[src/rtl/configurable_clock_gating.sv]
// Glitch-free clock gate passing one of every N rising edges of clk_in, N chosen at run time.
// A low-phase latch holds the gate request so gated_clk only ever shows full clk_in high phases.
module configurable_clock_gating #(
  parameter  int MAX_MULTIPLIER = 4,
  localparam int MW             = (MAX_MULTIPLIER > 1) ? $clog2(MAX_MULTIPLIER) : 1
) (
  input  logic          clk_in,
  input  logic          rst,
  input  logic          enable,
  input  logic [MW-1:0] multiplier,
  output logic          gated_clk
);

  logic [MW-1:0] r_cnt;
  logic [MW-1:0] r_n_cur;
  logic          r_latch_q;

  logic [MW-1:0] w_n_dec;
  logic [MW:0]   w_cnt_inc;
  logic          w_wrap;
  logic          w_gate_req;

  // A zero ratio select means "no division".
  assign w_n_dec = (multiplier == '0) ? MW'(1) : multiplier;

  // Extra bit keeps the compare safe when n_cur is still garbage after power-up.
  assign w_cnt_inc = {1'b0, r_cnt} + (MW+1)'(1);
  assign w_wrap    = w_cnt_inc >= {1'b0, r_n_cur};

  assign w_gate_req = enable & ~rst & (r_cnt == '0);

  always_ff @(posedge clk_in) begin
    // NOTE: sequential state uses non-blocking assignments so every register samples pre-edge values.
    if (rst || !enable || w_wrap) begin
      r_cnt   <= '0;
      r_n_cur <= w_n_dec;
    end else begin
      r_cnt   <= w_cnt_inc[MW-1:0];
    end
  end

  // NOTE: this latch is intentional; it is transparent only while clk_in is low, so the
  // request is frozen for the whole high phase and gated_clk cannot be clipped or glitched.
  always_latch begin
    if (!clk_in) r_latch_q <= w_gate_req;
  end

  assign gated_clk = clk_in & r_latch_q;

endmodule

[config.mk]
export PLATFORM = sky130hd
export DESIGN_NAME = configurable_clock_gating
export DESIGN_NICKNAME = d
export VERILOG_FILES = /design/src/rtl/configurable_clock_gating.sv
export SDC_FILE = /design/constraint.sdc
export NUM_CORES = 1
export LEC_CHECK = 0
export CAP_MARGIN = 20
export CORE_AREA = 10 10 47 49
export CTS_CLUSTER_SIZE = 24
export DETAILED_ROUTE_END_ITERATION = 12
export DIE_AREA = 0 0 57 59
export GPL_TIMING_DRIVEN = 0
export PLACE_DENSITY = 0.52
export SYNTH_ARGS = -nofsm -noshare
export SYNTH_HDL_FRONTEND = slang
export SYNTH_SLANG_ARGS = --single-unit
[constraint.sdc]
create_clock -name clk_in -period 4.1 [get_ports clk_in]
set_clock_uncertainty 0.2 [all_clocks]
set_input_delay 0.82 -clock clk_in [delete_from_list [all_inputs] [get_ports clk_in]]
set_output_delay 0.82 -clock clk_in [all_outputs]
set_load 0.03 [all_outputs]
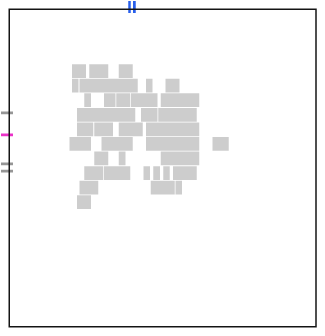
*Ports around the boundary*
Pins as bars across the die edge, other pins in grey.
- blue: multiplier (pins 2; direction input; edge north)
- magenta: gated_clk (pins 1; direction output; edge west)
- all pins by edge: 4 west, 2 north
Port Buffers: 5
Die Y: 59 um

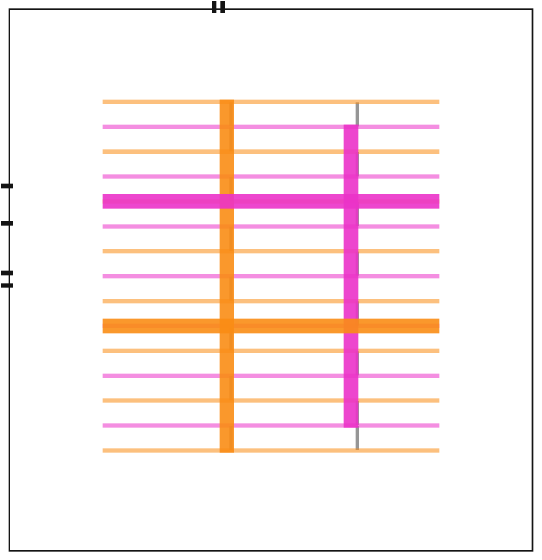
*PDN straps and rails*
Pins as bars on the die edge. Tap cells in grey.
- magenta: VDD
- orange: VSS
- met4 straps: 2
- met1 rails: 15
- met5 straps: 2
core area: 1400 um2
Max VDD drop: 244 uV
die width: 57 um

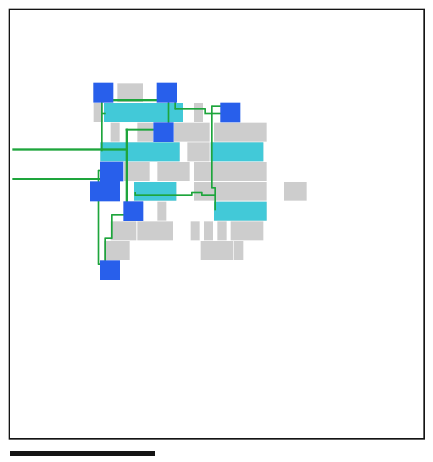
*Clock distribution*
The bar under the picture is 20 um long.
- green: clock wires (length 143 um)
- blue: clock-net drivers (count 8)
- cyan: flip-flops and latches (count 5)
- routed clock nets: 9
Worst-Skew Late Latency: 0.35 ns
clock power share: 58.4%
Power Clock: 0.000112 W

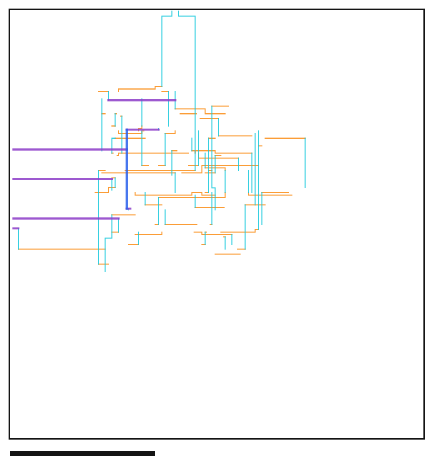
*Signal wires by layer*
The bar under the picture is 20 um long.
- cyan: M2 (wire length 219 um)
- blue: M4 (wire length 10.9 um)
- orange: M1 (wire length 204 um)
- purple: M3 (wire length 58.2 um)
Avg WL per Cell: 9.46 um
Routed WL: 492 um

==> metrics.cfg <==
[status]
status = finished, final reports clean

[cells_and_area]
final-instance-count-excl-fill = 52
finalNetCount = 46
antennaDiodeCount = 0
final_area_um2 = 435
syn2layout_area_growth_pct = 39.8

[worst_setup_path]
cp_cell_sequence = and2_4 > buf_6
r2r_cells = 4
reg2reg_to = r_latch_q$_DLATCH_N_
path_buffers = 1
cp_top_family = latches
cpPeakStageDelay_ns = 0.40
cp_max_fo = 1
critPathSlowestCell = dlxtn_2
path_class = latch2out
reg2reg_from = r_cnt[0]$_SDFF_PP0_
end_kind = output port
critPathRequiredTime_ns = 3.08

[logic_synthesis]
synth_cell_types = 14
ys_area_um2 = 312
numSynthFlops = 5
yosys_cells = 24
fp_nets = 33
ys_warn_count = 0

[drt]
drt_first_iter_violations = 4
viasPerCell = 4.00
vias = 208
dr.pass1.iters = 2

[pwr]
p_per_area_nw_per_um2 = 440

[timing]
relSlewSlack_pct = 81.3
max_slew.worst_pin.slew_ns = 0.280
rsz0062_at_grt = yes
tns_ns = 0

[global_route]
grt_max_degree = 6
grt_use_total_pct = 3.93
grt_pass1_vias = 252
antenna_found_initial = 0
grt_overflow_total = 0

[place]
dp.cells = 45
dp_hpwl_um = 383

[min_path]
min_path_type = reg2reg
hold_depth = 1
hold_start = r_cnt[0]$_SDFF_PP0_
hold_path_end = r_cnt[0]$_SDFF_PP0_

[die]
ioPinCount = 6
core_util_floorplan_pct = 22.2
die_area_um2 = 3360

[run]
maxCapViolCount = 0

[clock_network]
cts_tree = built

## registers in the layout, summed over array words and instances (netlist names)
name       count
r_latch_q      1
r_n_cur        2
r_cnt          2
## through the flow
step / total power [W] / hold slack (ns) / worst slack (ns) / utilization (%)
after floorplan: 0.0000810 / 0.333 / 0.383 / -
after CTS: 0.000195 / 0.381 / 0.00523 / 30.8
after detailed placement: 0.0000930 / 0.374 / -0.0854 / 27.2
after global placement: 0.0000921 / 0.376 / -0.0924 / 27.2
after global routing: 0.000209 / 0.409 / -0.0359 / 31.1
final: 0.000192 / 0.378 / 0.0201 / 31.1
## repair_timing
| item | CTS | global route |
|---|---|---|
| pin swaps | 0 | 0 |
| setup endpoints to repair | 2 | 2 |
| gates cloned | 0 | 0 |
| resized | 7 | 2 |
## synthesized netlist by cell type, drive strengths merged
cell     count  area (um2)
nor2b        1        8.76
edfxtp       2        60.1
ha           3        37.5
dlxtn        1        15.0
a211o        1        8.76
and2         1        6.26
nor2         1        3.75
nand2b       3        33.8
fa           1        20.0
a2111oi      2        55.1
dfxtp        2        40.0
clkbuf       1        3.75
inv          5        18.8
## kinds of logic after synthesis
family	count (synthesis)	share of synthesized area [%]
AOI/OAI and AO/OA	3	20.5
adders and majority gates	4	18.5
buffers and inverters	6	7.23
DFF	4	32.1
latches	1	4.82
and+or+nand+nor	6	16.9
## area by class of cell
class                   instances  area, um2  share of cell area [%]
inverters                       5       18.8                    4.31
well taps                      16       20.0                    4.60
plain buffers                   1       3.75                   0.862
multi-input cells              13        176                    40.5
clock buffers                   8       60.1                    13.8
repair buffers                  4       40.0                    9.20
flip-flops and latches          5        116                    26.7
## routing by layer
layer  GRT usage [%]  part of all wire (%)  vias to the layer above
met4            5.03                   2.0                        0
met5               0                     0                        -
met2            4.34                    45                        7
met3            5.15                    12                        3
met1            2.85                    41                       96
li1                -                     -                      102
## power breakdown
part	internal, W	leakage, nW	switching, W
Clock	0.0000770	0.0394	0.0000350
Sequential	0.0000526	0.0441	0.00000260
Combinational	0.0000133	0.0997	0.0000112
## worst max-delay path by stage
stage	start	to	slack, ns	cells after the start
2_1_floorplan	r_latch_q$_DLATCH_N_	gated_clk	0.38	1
4_1_cts	r_latch_q$_DLATCH_N_	gated_clk	0.005	2
6_report	r_latch_q$_DLATCH_N_	gated_clk	0.02	2
5_1_grt	r_latch_q$_DLATCH_N_	gated_clk	-0.04	2
3_3_place_gp	r_latch_q$_DLATCH_N_	gated_clk	-0.09	2
3_5_place_dp	r_latch_q$_DLATCH_N_	gated_clk	-0.09	2
Power and IR drop assume default switching activity.
